===== src/rtl/udc_pkg.sv =====
// Shared types for the up/down count sequencer: counting modes and FSM states.
package udc_pkg;

  localparam int MODE_W = 2;

  typedef enum logic [MODE_W-1:0] {
    UP_WRAP    = 2'd0,
    DOWN_WRAP  = 2'd1,
    BOUNCE     = 2'd2,
    ONESHOT_UP = 2'd3
  } mode_t;

  typedef enum logic [1:0] {
    IDLE = 2'd0,
    UP   = 2'd1,
    DOWN = 2'd2
  } state_t;

  // Direction a mode starts (or steps) in when leaving IDLE.
  function automatic logic mode_counts_up(mode_t m);
    return m != DOWN_WRAP;
  endfunction

endpackage


===== src/rtl/updown_count_sched_if.sv =====
// Configuration valid/ready bus: mode plus lower/upper count bounds.
interface updown_count_sched_if #(
  parameter int WIDTH = 5
);

  logic                      cfg_valid;
  logic                      cfg_ready;
  logic [udc_pkg::MODE_W-1:0] cfg_mode;
  logic [WIDTH-1:0]          cfg_lo;
  logic [WIDTH-1:0]          cfg_hi;

  modport master (
    output cfg_valid, cfg_mode, cfg_lo, cfg_hi,
    input  cfg_ready
  );

  modport slave (
    input  cfg_valid, cfg_mode, cfg_lo, cfg_hi,
    output cfg_ready
  );

endinterface


===== src/rtl/udc_tick_gen.sv =====
// Prescaler: counts 0..DIV-1 while enabled and flags the last cycle as tick.
module udc_tick_gen #(
  parameter int DIV   = 25000000,
  parameter int DIV_W = 25
) (
  input  logic clk,
  input  logic rst,
  input  logic en,
  input  logic clr,
  output logic tick
);

  localparam logic [DIV_W-1:0] LAST = DIV_W'(DIV - 1);
  localparam logic [DIV_W-1:0] ONE  = DIV_W'(1);

  logic [DIV_W-1:0] cnt;

  assign tick = en && (cnt == LAST);

  always_ff @(posedge clk or negedge rst) begin
    if (!rst) begin
      cnt <= '0;
    end else if (clr) begin
      cnt <= '0;
    end else if (en) begin
      cnt <= tick ? '0 : cnt + ONE;
    end
  end

endmodule


===== src/rtl/updown_count_sched.sv =====
// Single-clock up/down count sequencer with bounded wrap/bounce/one-shot modes.
// Optional UDC_STEP_EN adds a step input that advances count by one while idle.
module updown_count_sched
  import udc_pkg::*;
#(
  parameter int WIDTH = 5,
  parameter int DIV   = 25000000,
  parameter int DIV_W = 25
) (
  input  logic                 clk,
  input  logic                 rst,
  updown_count_sched_if.slave  cfg,
  input  logic                 start,
  input  logic                 stop,
`ifdef UDC_STEP_EN
  input  logic                 step,
`endif
  output logic [WIDTH-1:0]     count,
  output logic                 dir,
  output logic                 busy,
  output logic                 wrap,
  output logic                 done,
  output logic                 cfg_err
);

  localparam logic [WIDTH-1:0] ONE = WIDTH'(1);

  typedef struct packed {
    logic [WIDTH-1:0] count;
    logic             wrap;
    logic             done;
    logic             turn;
  } adv_t;

  // One position of movement, applying the bound rules of the mode.
  function automatic adv_t advance(logic up, mode_t m, logic [WIDTH-1:0] c,
                                   logic [WIDTH-1:0] lo_v, logic [WIDTH-1:0] hi_v);
    adv_t r;
    r.count = c;
    r.wrap  = 1'b0;
    r.done  = 1'b0;
    r.turn  = 1'b0;
    if (up) begin
      if (c < hi_v) begin
        r.count = c + ONE;
      end else begin
        case (m)
          BOUNCE: begin
            r.turn  = 1'b1;
            r.wrap  = 1'b1;
            r.count = (lo_v == hi_v) ? hi_v : hi_v - ONE;
          end
          ONESHOT_UP: r.done = 1'b1;
          default: begin
            r.count = lo_v;
            r.wrap  = 1'b1;
          end
        endcase
      end
    end else begin
      if (c > lo_v) begin
        r.count = c - ONE;
      end else if (m == BOUNCE) begin
        r.turn  = 1'b1;
        r.wrap  = 1'b1;
        r.count = (lo_v == hi_v) ? lo_v : lo_v + ONE;
      end else begin
        r.count = hi_v;
        r.wrap  = 1'b1;
      end
    end
    return r;
  endfunction

  state_t           state, state_nxt;
  mode_t            mode, mode_nxt;
  logic [WIDTH-1:0] lo, lo_nxt;
  logic [WIDTH-1:0] hi, hi_nxt;
  logic [WIDTH-1:0] count_nxt;
  logic             err_nxt, wrap_nxt, done_nxt;
  logic             tick, adv_up;
  adv_t             adv;
  mode_t            cfg_mode_e;

  assign busy          = (state != IDLE);
  assign dir           = (state == UP);
  assign cfg.cfg_ready = (state == IDLE);
  assign cfg_mode_e    = mode_t'(cfg.cfg_mode);

  udc_tick_gen #(
    .DIV   (DIV),
    .DIV_W (DIV_W)
  ) u_tick_gen (
    .clk  (clk),
    .rst  (rst),
    .en   (busy),
    .clr  (!busy || stop),
    .tick (tick)
  );

  // Idle stepping follows the mode's starting direction; running follows state.
  assign adv_up = (state == IDLE) ? mode_counts_up(mode) : (state == UP);
  assign adv    = advance(adv_up, mode, count, lo, hi);

  always_comb begin
    // NOTE: every variable gets a default before any branch, so no path infers a latch.
    state_nxt = state;
    mode_nxt  = mode;
    lo_nxt    = lo;
    hi_nxt    = hi;
    count_nxt = count;
    err_nxt   = cfg_err;
    wrap_nxt  = 1'b0;
    done_nxt  = 1'b0;

    unique case (state)
      IDLE: begin
        if (cfg.cfg_valid) begin
          if (cfg.cfg_lo <= cfg.cfg_hi) begin
            mode_nxt  = cfg_mode_e;
            lo_nxt    = cfg.cfg_lo;
            hi_nxt    = cfg.cfg_hi;
            err_nxt   = 1'b0;
            count_nxt = (cfg_mode_e == DOWN_WRAP) ? cfg.cfg_hi : cfg.cfg_lo;
          end else begin
            err_nxt = 1'b1;
          end
        end else if (start && !stop) begin
          state_nxt = mode_counts_up(mode) ? UP : DOWN;
        end
`ifdef UDC_STEP_EN
        else if (step && !start) begin
          count_nxt = adv.count;
          wrap_nxt  = adv.wrap;
          done_nxt  = adv.done;
        end
`endif
      end

      UP, DOWN: begin
        if (stop) begin
          state_nxt = IDLE;
        end else if (tick) begin
          count_nxt = adv.count;
          wrap_nxt  = adv.wrap;
          done_nxt  = adv.done;
          if (adv.done) begin
            state_nxt = IDLE;
          end else if (adv.turn) begin
            state_nxt = (state == UP) ? DOWN : UP;
          end
        end
      end

      default: state_nxt = IDLE;
    endcase
  end

  always_ff @(posedge clk or negedge rst) begin
    if (!rst) begin
      state   <= IDLE;
      mode    <= UP_WRAP;
      lo      <= '0;
      hi      <= '1;
      count   <= '0;
      cfg_err <= 1'b0;
      wrap    <= 1'b0;
      done    <= 1'b0;
    end else begin
      // NOTE: non-blocking so every register updates from the same pre-edge values.
      state   <= state_nxt;
      mode    <= mode_nxt;
      lo      <= lo_nxt;
      hi      <= hi_nxt;
      count   <= count_nxt;
      cfg_err <= err_nxt;
      wrap    <= wrap_nxt;
      done    <= done_nxt;
    end
  end

endmodule


===== src/flat_wrapper.sv =====
// flat-port wrapper written by rule: the top's interface ports become plain ports
module updown_count_sched_flat import udc_pkg::*;
#(
  parameter int WIDTH = 5,
  parameter int DIV   = 25000000,
  parameter int DIV_W = 25
)
  (clk, rst, start, stop, count, dir, busy, wrap, done, cfg_err, cfg_cfg_valid, cfg_cfg_mode, cfg_cfg_lo, cfg_cfg_hi, cfg_cfg_ready);
  updown_count_sched_if #(.WIDTH(WIDTH)) cfg_i ();
  input  logic clk;
  input  logic rst;
  input  logic start;
  input  logic stop;
  output logic [WIDTH-1:0] count;
  output logic dir;
  output logic busy;
  output logic wrap;
  output logic done;
  output logic cfg_err;
  input wire logic [$bits(cfg_i.cfg_valid)-1:0] cfg_cfg_valid;
  input wire logic [$bits(cfg_i.cfg_mode)-1:0] cfg_cfg_mode;
  input wire logic [$bits(cfg_i.cfg_lo)-1:0] cfg_cfg_lo;
  input wire logic [$bits(cfg_i.cfg_hi)-1:0] cfg_cfg_hi;
  output wire logic [$bits(cfg_i.cfg_ready)-1:0] cfg_cfg_ready;
  assign cfg_i.cfg_valid = cfg_cfg_valid;
  assign cfg_i.cfg_mode = cfg_cfg_mode;
  assign cfg_i.cfg_lo = cfg_cfg_lo;
  assign cfg_i.cfg_hi = cfg_cfg_hi;
  assign cfg_cfg_ready = cfg_i.cfg_ready;
  updown_count_sched #(.WIDTH(WIDTH), .DIV(DIV), .DIV_W(DIV_W)) u_core (.clk(clk), .rst(rst), .cfg(cfg_i), .start(start), .stop(stop), .count(count), .dir(dir), .busy(busy), .wrap(wrap), .done(done), .cfg_err(cfg_err));
endmodule

===== config.mk =====
export PLATFORM = sky130hd
export DESIGN_NAME = updown_count_sched_flat
export DESIGN_NICKNAME = d
export VERILOG_FILES = /design/src/rtl/udc_pkg.sv /design/src/rtl/updown_count_sched_if.sv /design/src/rtl/udc_tick_gen.sv /design/src/rtl/updown_count_sched.sv /design/src/flat_wrapper.sv
export SDC_FILE = /design/constraint.sdc
export NUM_CORES = 1
export LEC_CHECK = 0
export CORE_MARGIN = 2
export CORE_UTILIZATION = 35
export CTS_CLUSTER_DIAMETER = 60
export DETAILED_ROUTE_END_ITERATION = 12
export PLACE_DENSITY = 0.57
export RECOVER_POWER = 100
export SLEW_MARGIN = 20
export SYNTH_ARGS = -nofsm -noshare
export SYNTH_HDL_FRONTEND = slang
export SYNTH_SLANG_ARGS = --single-unit

===== constraint.sdc =====
create_clock -name clk -period 2.96 [get_ports clk]
set_clock_uncertainty 0.15 [all_clocks]
set_input_delay 0.592 -clock clk [delete_from_list [all_inputs] [get_ports clk]]
set_output_delay 0.592 -clock clk [all_outputs]
set_load 0.005 [all_outputs]

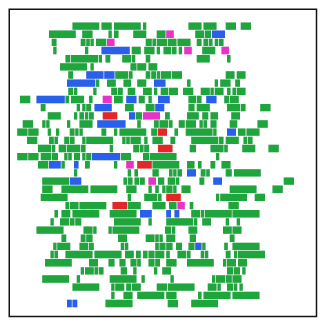
(run_1/drive_strength.png)
(3 px per um)
magenta -> drive 3 to 4  # cells 9, share 2.1%
red -> drive 6 and up  # cells 6, share 1.4%
blue -> drive 2  # cells 27, share 6.4%
green -> drive 1 or less  # cells 381, share 90%
Buffers, non-clock: 40
Area Growth Syn to Fin: 15.4%
Final WS setup: 0.211 ns

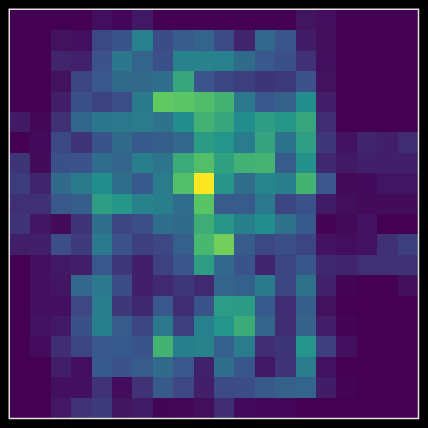
(run_1/wire_density.png)
(4 px per um) 20 x 20 tiles, from dark purple (low) to yellow (high), scaled to the fullest tile. Values are wire area over tile area, all layers added.
mean over tiles = 0.13
tiles over half the peak = 9.5%
nearly empty tiles = 23%
fullest tile = 0.61
densest ninth of the die = center
via count: 2862
Routed WL per cell: 15.0 um
Total GRT Usage: 16.8%

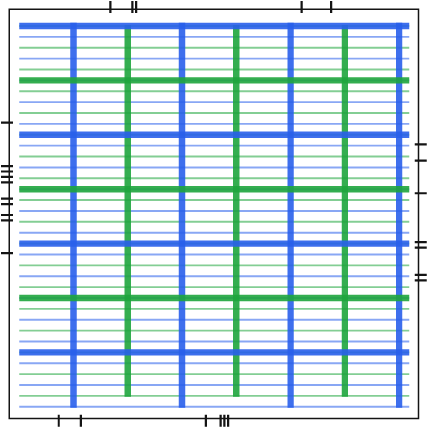
(run_1/pdn.png)
(4 px per um) Pins as bars on the die edge.
blue -> VSS
green -> VDD
met4 straps = 7
met1 rails = 36
met5 straps = 7
signal pins = 28
rows = 35
die width: 102 um
Die H: 102 um
peak supply drop: 0.303 mV

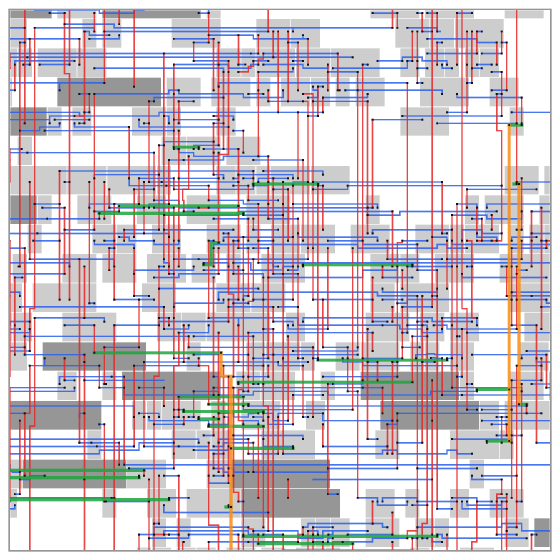
(run_1/zoom.png)
Region (26, 46) to (76, 96) um. Cells in gray, sequential cells in the stronger gray; small squares are vias.
green -> met3
orange -> met4
blue -> met1
red -> met2
sequential cells in the window = 9
most frequent = nand2_1 (16), o21ai_0 (14), inv_1 (13)
netlist names of flops here include = `u_core.count` (5), `u_core.hi` (3)
cells with their middle in the window = 167

==> results.yml, run 1 <==
# implementation run metrics
clock_network:
  clk_pin_slew_worst_paths_ns: 0.10
  clockBufferDepth: 2
  tritoncts: "built"
  hold_buffers: 0
  cts_max_level: 2
  cts_num_sinks: 47
  cts_root_buffer: "clkbuf_8"
  worstSkewPairLatency_ns: 0.31
  cts_made_buffers: 5
hold_path:
  min_from: "u_core.u_tick_gen.cnt[0]"
  hp-class: "reg2reg"
  whs_path_depth: 1
  worstHoldEndpoint: "u_core.u_tick_gen.cnt[0]"
yosys:
  async_flop_share_pct: 100
  yosysUniqueCellTypes: 59
  netlist.area_leader.share_pct: 31.3
  edf_count: 0
  synth.avg_cell_area_um2: 8.60
  yosys.area.top_type: "dfrtp_1"
  syn_nets: 429
  synthesis.area_um2: 3360
  synth_cells: 390
  ys_seq_share_pct: 35.2
  ys_ff: 47
  ys_cells: 390
  flop_cell: "dfrtp_1"
  area_leaders: "dfrtp_1, ha_1, nor2_1"
  yosys-top-cells-count: "nor2_1, nand2_1, dfrtp_1, o21ai_0, inv_1"
  yosysChipArea_um2: 3360
  synth.most_common_cell: "nor2_1"
  synth_warnings: 0
floorplan:
  die_area_um2: 10400
  core_area_um2: 9280
  placementRows: 35
  num_io_pins: 28
  fp_util_pct: 36.1
routing:
  firstDrtPassIters: 5
  via_per_inst: 5.18
  drt-initial-drc-count: 155
  wl_um: 8270
  drcViolationCount: 0
  final_antenna_net_count: 0
critical_path:
  critPathSlowestCell: "clkdlybuf4s50_1"
  start_kind: "input pin"
  worstPathMaxFanout: 4
  reg2reg_to: "u_core.count[3]"
  r2r_setup_slack_ns: 0.24
  path_common_cell: "o21ai_0"
  critPathRequiredTime_ns: 2.98
  worstPathArrival_ns: 2.77
  r2r_cells: 8
  critPathMaxStageDelay_ns: 0.47
  crit_type: "in2reg"
  worstPathCellList: "clkdlybuf4s50_1 > inv_1 > ha_1 > a211oi_1 > o21ai_0 > a311o_1 > or3_1 > o21ai_0 > a31oi_1"
  end_kind: "flip-flop"
  r2r-start: "u_core.hi[4]"
grt:
  grt_overflow: 0
  grt_pass1_wl_um: 13800
  grt_max_degree: 48
  grt_pass1_vias: 2759
  grt_antenna_before_repair: 0
placement:
  finalWeightedCongestion: 0.943
  dpl.cell_count: 544
  portBuffers: 27
  dp_hpwl_um: 6440
  placed_cell_area_um2: 3790
sta:
  worstMarginPinSlew_ns: 1.17
  tns_ns: 0
  slew_viol_final: 0
  min_period_ns: 2.75
  setup_viol: 0
  slew-limit-headroom_pct: 21.9
  period_used_pct: 92.9
  finalHoldViolCount: 0
  max_freq_mhz: 364
  rsz0062_at_grt: "no"
flow_run:
  openroad.warnings: 29
  cap_violations: 0
layout:
  fin_nets: 461
  fin_cells: 552
  diodes: 0
  fillCellCount: 991
  final_core_util_pct: 41.7
  drive_above_1_share_pct: 9.93
  postLayoutCellArea_um2: 3870
pwr:
  leakagePower_nw: 1.62
  power_density_nw_per_um2: 970
run_status:
  status: "completed"
run 1: cells by family after synthesis:
logic type | synth area share, %
AND-OR/OR-AND | 14.9
XOR/XNOR | 10.6
adder cells (fa/ha/maj) | 8.20
buffers and inverters | 5.44
flip-flops | 35.2
multiplexers | 3.13
AND/OR/NAND/NOR | 22.5
run 1: flip-flops by register name (all words and copies together) (netlist names):
name / cells
u_core.wrap: 1
u_core.cfg_err: 1
u_core.lo: 5
u_core.u_tick_gen.cnt: 25
u_core.count: 5
u_core.mode: 2
u_core.hi: 5
u_core.state: 2
u_core.done: 1
run 1: worst max path at each step:
stage | end | start | depth (start not counted) | slack [ns]
final | u_core.count[4] | cfg_cfg_hi[3] | 9 | 0.21
after global routing | u_core.count[4] | cfg_cfg_hi[3] | 9 | 0.05
after CTS | u_core.count[1] | cfg_cfg_hi[3] | 9 | 0.23
after detailed placement | u_core.count[1] | cfg_cfg_hi[3] | 9 | -0.09
after global placement | u_core.count[4] | cfg_cfg_hi[3] | 9 | 0.04
after floorplan | u_core.count[2] | u_core.hi[4] | 9 | 0.56
run 1: critical path: cells and delay by family:
kind	cells	cell delay, ns
buffers and inverters	2	0.52
AND-OR/OR-AND	5	0.98
AND/OR/NAND/NOR	1	0.36
adder cells (fa/ha/maj)	1	0.30
run 1: metrics by stage:
| stage | total power [mW] | worst slack [ns] | hold WS (ns) |
|---|---|---|---|
| finish | 3.75 | 0.211 | 0.364 |
| global route | 4.10 | 0.0480 | 0.388 |
| CTS | 3.79 | 0.232 | 0.245 |
| detailed placement | 3.36 | -0.0862 | 0.349 |
| global placement | 3.35 | 0.0362 | 0.354 |
| floorplan | 2.65 | 0.563 | 0.146 |
run 1: layer usage:
layer,GRT usage (%),part of all wire [%],routed length (um),vias up
met3,3.21,4.7,389,13
met2,24.3,44,3600,71
met4,4.62,1.8,147,0
li1,-,-,-,1414
met5,0,0,0,-
met1,25.4,50,4130,1364
run 1: power by group:
part	internal, mW	total, mW	leakage (nW)	switching [mW]
clock	0.170	0.411	0.0485	0.241
sequential	0.811	1.02	0.609	0.205
combinational	1.02	2.33	0.968	1.31
total	2.00	3.75	1.62	1.76
run 1: layout by cell type (no fill, tap or decap), types with 4 or more instances in the layout:
master / instances
o211ai_1: 5
and2_1: 4
nand2_1: 46
o21ai_0: 26
and3_1: 7
buf_4: 7
nand3_1: 13
dfstp_2: 5
xor2_1: 17
dlygate4sd3_1: 7
nor3_1: 4
nor2_1: 49
clkbuf_8: 5
mux2_2: 4
dfrtp_1: 42
mux2i_1: 6
a21oi_1: 12
clkdlybuf4s50_1: 19
inv_1: 25
nand4_1: 8
ha_1: 22
or3_1: 4
xnor2_1: 20
run 1: layout make-up:
class	count	area [um2]	area share, %
timing repair buffer	40	344	8.89
clock buffer	5	68.8	1.78
sequential	47	1180	30.5
inverter	25	93.8	2.42
clock inverter	3	22.5	0.582
tap	129	161	4.17
multi-input combinational	303	2000	51.6
run 1: repair_timing:
item,4_1_cts,5_1_grt
hold endpoints to repair,0,0
setup buffers,0,0
setup endpoints to repair,0,1
gates resized,0,1
==> run_1/final_placement.png <==
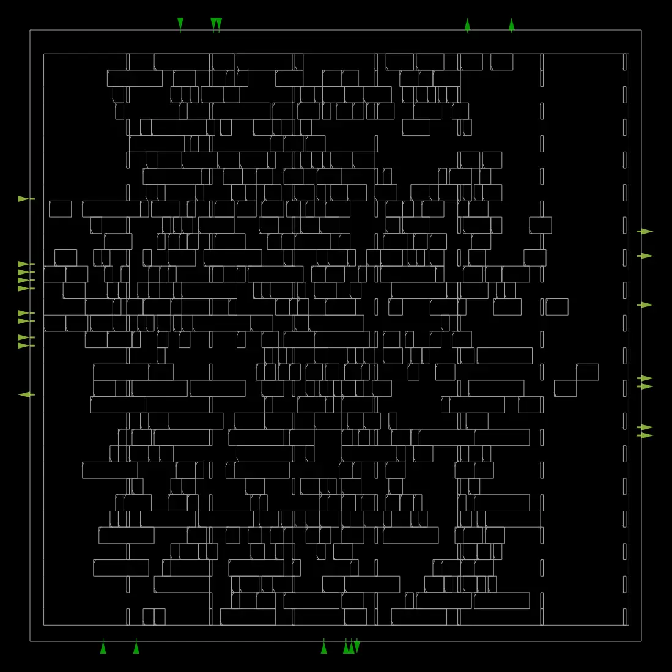

--- run 2 (diff from run 1) ---
- ABC_AREA: unset -> 1
- PLACE_DENSITY: 0.57 -> 0.56
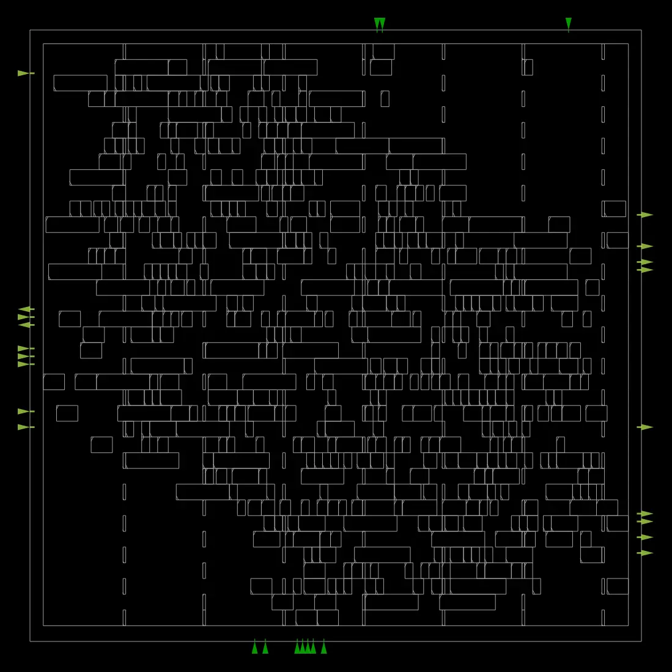
(run_2/final_placement.png)
Finished Layout Cells: 678
Row Count: 37
n_taps: 136
flop share of the area: 28.8%

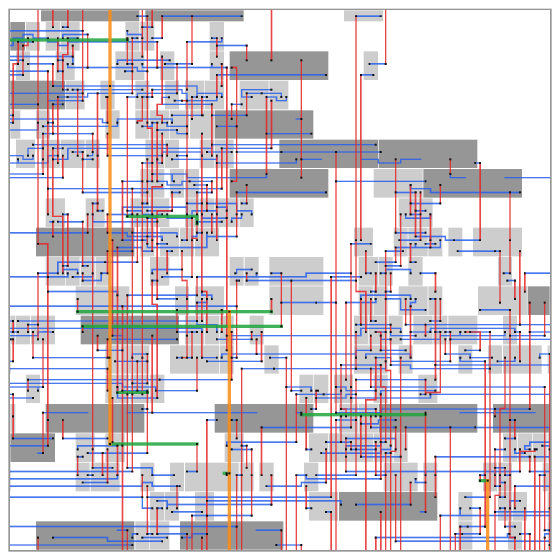
(run_2/zoom.png)
Region (28, 49) to (78, 99) um. Cells in gray, sequential cells in the stronger gray; small squares are vias.
green -> met3
blue -> met1
orange -> met4
red -> met2
cells with their middle in the window = 162
sequential cells in the window = 16
netlist names of flops here include = `u_core.u_tick_gen.cnt` (8), `u_core.count` (3), `u_core.state` (2)
most frequent = nand2_1 (33), nor2_1 (27), inv_1 (19)

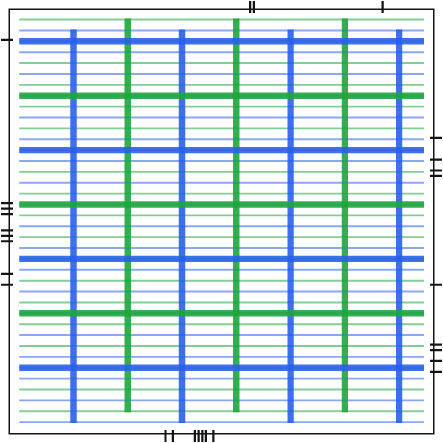
(run_2/pdn.png)
(4 px per um) Pins as bars on the die edge.
green -> VDD
blue -> VSS
signal pins = 28
met5 straps = 7
rows = 37
met1 rails = 38
peak supply drop: 0.285 mV
Die H: 106 um
core box area: 10200 um2
die width: 106 um

==> run 2 against run 1 <==
  * Worst setup slack gained 0.11 ns
  * Register-to-register slack gained 0.15 ns
  * Via count grew 18%
  * Critical path depth grew 7
  * Power grew 6.8%
  * First-iteration DRC count grew 11%
  * Sequential share of layout area shrank 1.7 points
  * Routed wire length grew 14%
  * Worst hold slack lost 0.13 ns
  * Global-route usage grew 0.83 points
  * Fmax grew 4.1%
  * Die area grew 7.7%
==> results.yml, run 2 <==
# implementation run metrics
critical_path:
  start_kind: "input pin"
  critPathRequiredTime_ns: 3.06
  worstPathMaxFanout: 5
  worstPathArrival_ns: 2.74
  end_kind: "flip-flop"
  crit_type: "in2reg"
hold_path:
  hp-class: "in2async"
sta:
  slew_viol_final: 0
  rsz0062_at_grt: "no"
  min_period_ns: 2.64
  finalHoldViolCount: 0
  max_freq_mhz: 379
  setup_viol: 0
  slew-limit-headroom_pct: 38.9
  tns_ns: 0
  worstMarginPinSlew_ns: 0.916
  period_used_pct: 89.2
yosys:
  top_logic_kind: "simple AND/OR/NAND/NOR gates"
  area_leaders: "dfrtp_1, nand2_1, ha_1"
  ys_cells: 512
  flop_cell: "dfrtp_1"
  yosysUniqueCellTypes: 44
  ys_sh_aoi_pct: 10.3
  edf_count: 0
  xor_share_pct: 3.59
  synth_warnings: 0
  yosys.area.top_type: "dfrtp_1"
  syn_nets: 551
  synth_cells: 512
  ys_seq_share_pct: 32.6
  synth.most_common_cell: "nand2_1"
  yosys-top-cells-count: "nand2_1, inv_1, nor2_1, dfrtp_1, nand3_1"
  netlist.area_leader.share_pct: 29.0
  synth.avg_cell_area_um2: 7.08
  ys_ff: 47
  mux_area_share_pct: 0
  simple_gate_area_share_pct: 36.8
  synth-adder-area-share_pct: 7.60
  synthesis.area_um2: 3620
  yosysChipArea_um2: 3620
  async_flop_share_pct: 100
grt:
  grt_antenna_before_repair: 0
  grt_pass1_wl_um: 15900
  grt_overflow: 0
  grt_max_degree: 32
  global_route.usage.total_pct: 17.6
  grt_pass1_vias: 3259
layout:
  drive_above_1_share_pct: 10.1
  diodes: 0
  layout_top_cells: "nand2_1, inv_1, nor2_1"
  fin_nets: 580
  final_core_util_pct: 40.3
  final_layout_top_logic_cell: "nand2_1"
  top_register: "u_core.u_tick_gen.cnt"
  area_growth_pct: 13.3
  largest_reg_flops: 25
run_status:
  status: "completed"
floorplan:
  die_area_um2: 11200
  fp_util_pct: 35.6
  num_io_pins: 28
routing:
  firstDrtPassIters: 4
  via_per_inst: 4.99
  wire_per_inst_um: 13.9
  drcViolationCount: 0
  vias: 3386
  wl_um: 9460
  drt-initial-drc-count: 172
  final_antenna_net_count: 0
clock_network:
  cts_resized: 0
  clk_pin_slew_worst_paths_ns: 0.10
  cts_made_buffers: 5
  cts_num_sinks: 47
  cts_setup_buffers: 0
  cts_max_level: 2
  worstSkewPairLatency_ns: 0.31
  clockBufferDepth: 2
  tritoncts: "built"
  cts_root_buffer: "clkbuf_8"
  hold_buffers: 0
placement:
  finalWeightedCongestion: 0.862
  portBuffers: 27
  dp_hpwl_um: 7530
flow_run:
  openroad.warnings: 29
  cap_violations: 0
pwr:
  power_density_nw_per_um2: 977
  leakagePower_nw: 1.89
  total_power_mw: 4.01
[run 2: area by class of cell]
class / count / area [um2]
inverters: 73 / 274
flip-flops and latches: 47 / 1180
fillers: 1075 / 6080
repair buffers: 30 / 282
multi-input cells: 384 / 2100
well taps: 136 / 170
clock inverters: 2 / 16.3
clock buffers: 6 / 82.6
[run 2: layer usage]
metal	track usage, %	vias to the layer above	share of wire (%)
li1	-	1727	-
met1	24.3	1585	49
met2	29.2	67	46
met3	2.72	7	4.2
met4	3.67	0	1.1
met5	0	-	0
[run 2: report_power, final]
part,total (mW),internal [mW],switching [mW]
combinational,2.52,0.918,1.61
clock,0.422,0.191,0.231
sequential,1.06,0.815,0.247
[run 2: per-stage QoR]
step                      hold slack (ns)  instance area, um2  cells  setup WS, ns
after floorplan                     0.146                3620    512         0.777
after global routing                0.310                4100    678         0.141
after global placement              0.303                4040    670         0.160
after CTS                          0.0494                4140    678         0.311
final                               0.236                4100    678         0.320
after detailed placement            0.304                4040    670         0.100
[run 2: kinds of logic after synthesis]
group | Yosys count
simple gates | 283
buf+inv | 81
compound gates | 65
flops | 47
fa+ha+maj | 22
xor+xnor | 14
[run 2: worst max-delay path, cell delays in order]
cell and delay (ns):
dlygate4sd3_1 0.55, inv_1 0.06, ha_1 0.32, nand2_1 0.08, inv_1 0.04, o21ai_0 0.14, nand3_1 0.10, nand2_1 0.10
nand2_1 0.08, nand2_1 0.07, nand3_1 0.15, nor2_4 0.17, inv_1 0.11, nor2_2 0.08, nand2_1 0.06, nand2_1 0.06
[run 2: final timing paths]
check	from	to	slack, ns	cells past startpoint
hold / removal	rst	u_core.state[0]	0.24	1
max in group asynchronous	rst	u_core.lo[1]	1.11	2
min in group clk	u_core.u_tick_gen.cnt[0]	u_core.u_tick_gen.cnt[0]	0.32	1
setup reg to reg	u_core.state[1]	u_core.u_tick_gen.cnt[24]	0.39	9
setup / recovery	cfg_cfg_hi[2]	u_core.count[1]	0.32	16
hold reg to reg	u_core.u_tick_gen.cnt[0]	u_core.u_tick_gen.cnt[0]	0.32	1
==> run_2/drive_strength.png <==
(2 px per um)
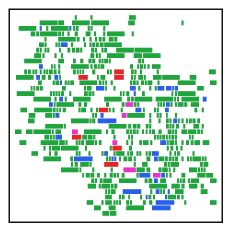

--- run 3 (diff from run 2) ---
- CORE_MARGIN: 2 -> 4
- CORE_UTILIZATION: 35 -> 59
- PLACE_DENSITY: 0.56 -> 0.84
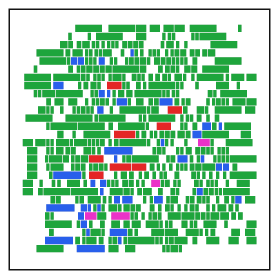
(run_3/drive_strength.png)
(3 px per um)
green -> drive 1 or less  # cells 489, share 90%
magenta -> drive 3 to 4  # cells 4, share 0.74%
blue -> drive 2  # cells 40, share 7.4%
red -> drive 6 and up  # cells 8, share 1.5%
Buffers, non-clock: 29
Area Growth Syn to Fin: 11.1%
Final WS setup: 0.306 ns
Design Area, Final: 4030 um2

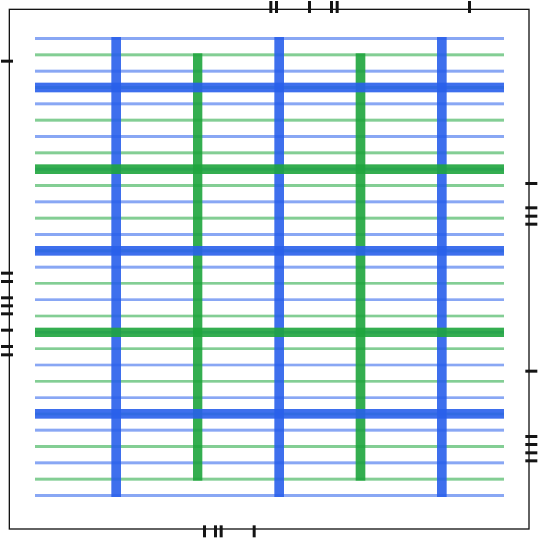
(run_3/pdn.png)
(6 px per um) Pins as bars on the die edge.
blue -> VSS
green -> VDD
met4 straps = 5
signal pins = 28
rows = 28
die width: 86.4 um
core box area: 5960 um2
peak supply drop: 0.594 mV

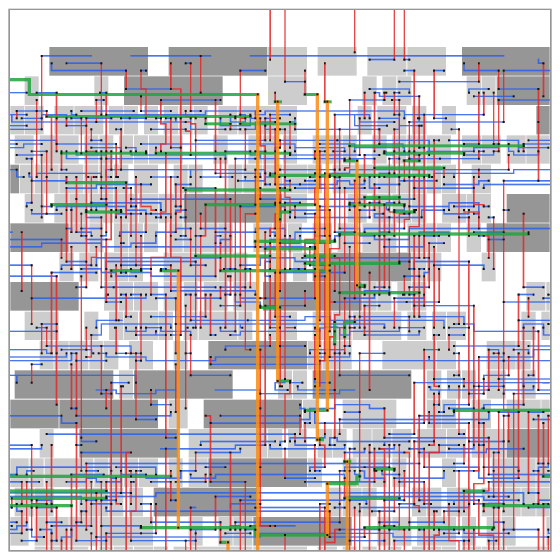
(run_3/zoom.png)
Region (18, 35) to (68, 85) um. Cells in gray, sequential cells in the stronger gray; small squares are vias.
red -> met2
green -> met3
blue -> met1
orange -> met4
most frequent = nand2_1 (47), nor2_1 (41), inv_1 (33)
cells with their middle in the window = 253
netlist names of flops here include = `u_core.u_tick_gen.cnt` (17), `u_core.mode` (2)
sequential cells in the window = 21

==> run 3 against run 2 <==
  * The flow now finishes with violations (capacitance limit, slew limit)
  * Combinational power about the same
  * Routed wire length fell by 5.1%
  * Critical path depth shrank 12
  * Synthesized cell count did not move
  * Die area is 33% lower
  * Via count rose by 4.2%
  * Sequential share of layout area up 0.56 points
  * Largest cell class unchanged
  * Largest power group unchanged
==> results.yml, run 3 <==
# implementation run metrics
run_status:
  status: "finished, violations left"
  violations: "capacitance limit, slew limit"
sta:
  tns_ns: 0
  slew-limit-headroom_pct: -1.21
  max_freq_mhz: 377
  setup_viol: 0
  worstMarginPinSlew_ns: 1.52
  rsz0062_at_grt: "no"
  slew_viol_final: 29
  period_used_pct: 89.7
  min_period_ns: 2.65
  finalHoldViolCount: 0
floorplan:
  die_area_um2: 7460
  num_io_pins: 28
  placementRows: 28
  fp_util_pct: 60.8
yosys:
  edf_count: 0
  yosysUniqueCellTypes: 44
  syn_nets: 551
  synth.most_common_cell: "nand2_1"
  ys_cells: 512
  netlist.area_leader.share_pct: 29.0
  synth_cells: 512
  yosys-top-cells-count: "nand2_1, inv_1, nor2_1, dfrtp_1, nand3_1"
  ys_ff: 47
  synth_warnings: 0
  synthesis.area_um2: 3620
  yosys.area.top_type: "dfrtp_1"
  async_flop_share_pct: 100
  area_leaders: "dfrtp_1, nand2_1, ha_1"
  yosysChipArea_um2: 3620
  synth.avg_cell_area_um2: 7.08
  flop_cell: "dfrtp_1"
  ys_seq_share_pct: 32.6
pwr:
  clock_power_share_pct: 10.4
  power_density_nw_per_um2: 987
  p_seq_share_pct: 26.4
  total_power_mw: 3.97
  p_sw_mw: 2.05
  switching_share_pct: 51.6
  comb_power_share_pct: 63.1
  leakagePower_nw: 1.89
  p_int_mw: 1.92
placement:
  portBuffers: 27
  finalWeightedCongestion: 0.953
  dp_slack_ns: 0.114
  dp_hpwl_um: 7060
  dpl.cell_count: 608
layout:
  drive_above_1_share_pct: 9.61
  final_layout_top_logic_cell: "nand2_1"
  layout_top_cells: "nand2_1, inv_1, nor2_1"
  largest_reg_flops: 25
  fin_nets: 579
  fin_cells: 616
  top_register: "u_core.u_tick_gen.cnt"
  diodes: 0
  final_core_util_pct: 67.6
grt:
  global_route.usage.total_pct: 25.7
  grt_max_degree: 29
  grt_antenna_before_repair: 0
  grt_pass1_wl_um: 15200
  grt_overflow: 0
  grt_pass1_vias: 3206
clock_network:
  cts_setup_buffers: 0
  cts_max_level: 2
  clockBufferDepth: 2
  tritoncts: "built"
  clk_pin_slew_worst_paths_ns: 0.09
  cts_made_buffers: 5
  cts_num_sinks: 47
  hold_buffers: 0
  cts_root_buffer: "clkbuf_8"
  worstSkewPairLatency_ns: 0.30
  cts_resized: 0
critical_path:
  path_common_cell: "inv_1"
  worstPathCellList: "inv_1 > ha_1 > inv_1 > dlygate4sd3_1"
  path_buffers: 3
  critPathSlowestCell: "dlygate4sd3_1"
  worstPathArrival_ns: 1.91
  critPathTopFamily: "buffers and inverters"
  critPathRequiredTime_ns: 2.22
  worstPathMaxFanout: 11
  end_kind: "output pin"
  critPathMaxStageDelay_ns: 0.60
  start_kind: "flip-flop"
  crit_type: "reg2out"
routing:
  drt-initial-drc-count: 409
  vias: 3527
  wl_um: 8980
  final_antenna_net_count: 0
  via_per_inst: 5.73
  wire_per_inst_um: 14.6
  firstDrtPassIters: 6
  drcViolationCount: 0
flow_run:
  cap_violations: 1
  openroad.warnings: 29
hold_path:
  hp-class: "reg2reg"
-- run 3: cell types whose count changed in the layout (fill, tap and decap cells not counted), sizes merged --
cell	change
clkinvlp	-1
dlygate4sd3	+1
clkdlybuf4s50	-1
-- run 3: final cells by class --
| cell class | instances | area (um2) |
|---|---|---|
| clock buffer | 7 | 86.3 |
| clock inverter | 1 | 8.76 |
| fill | 530 | 1930 |
| inverter | 73 | 274 |
| multi-input combinational | 384 | 2090 |
| sequential | 47 | 1180 |
| tap | 75 | 93.8 |
| timing repair buffer | 29 | 289 |
-- run 3: cell families after synthesis --
logic type / after synthesis / synth area share [%]
buf+inv: 81 / 9.08
compound gates: 65 / 10.3
flops: 47 / 32.6
fa+ha+maj: 22 / 7.60
simple gates: 283 / 36.8
xor+xnor: 14 / 3.59
-- run 3: final timing paths --
path | startpoint | endpoint | slack [ns] | cells after the start
setup / recovery | u_core.state[0] | busy | 0.31 | 4
hold / removal | u_core.u_tick_gen.cnt[0] | u_core.u_tick_gen.cnt[0] | 0.32 | 1
setup reg to reg | u_core.state[0] | u_core.u_tick_gen.cnt[24] | 0.32 | 9
hold reg to reg | u_core.u_tick_gen.cnt[0] | u_core.u_tick_gen.cnt[0] | 0.32 | 1
max in group asynchronous | rst | u_core.hi[0] | 0.91 | 2
min in group asynchronous | rst | u_core.count[4] | 0.50 | 1
-- run 3: metal layers --
layer  global-route usage (%)  vias to the layer above  part of all wire, %
met1                     39.4                     1601                   47
met2                     36.8                      181                   42
met3                     3.71                       20                  8.2
met4                     9.21                        0                  2.5
li1                         -                     1725                    -
met5                        0                        -                    0
-- run 3: metrics by stage --
stage | hold WS (ns) | instance area (um2)
global route | 0.355 | 4030
finish | 0.319 | 4030
CTS | 0.180 | 4050
detailed placement | 0.315 | 3960
global placement | 0.305 | 3960
floorplan | 0.146 | 3620
-- run 3: worst register-to-register path: stages, from the launching register on --
cell     delay, ns
dfrtp_1       0.42
inv_1         0.07
ha_1          0.38
nor2_1        0.14
nand4_2       0.11
nor2_1        0.08
nor2_1        0.46
inv_1         0.40
a21oi_1       0.23
o21a_1        0.14
-- run 3: power by group through the flow --
stage	combinational (mW)	sequential [mW]	clock, mW
final	2.51	1.05	0.415
after global routing	2.84	1.07	0.446
after CTS	2.52	1.04	0.429
after detailed placement	2.50	1.06	0
after global placement	2.43	1.05	0
after floorplan	1.90	0.981	0
Power and IR drop assume default switching activity.
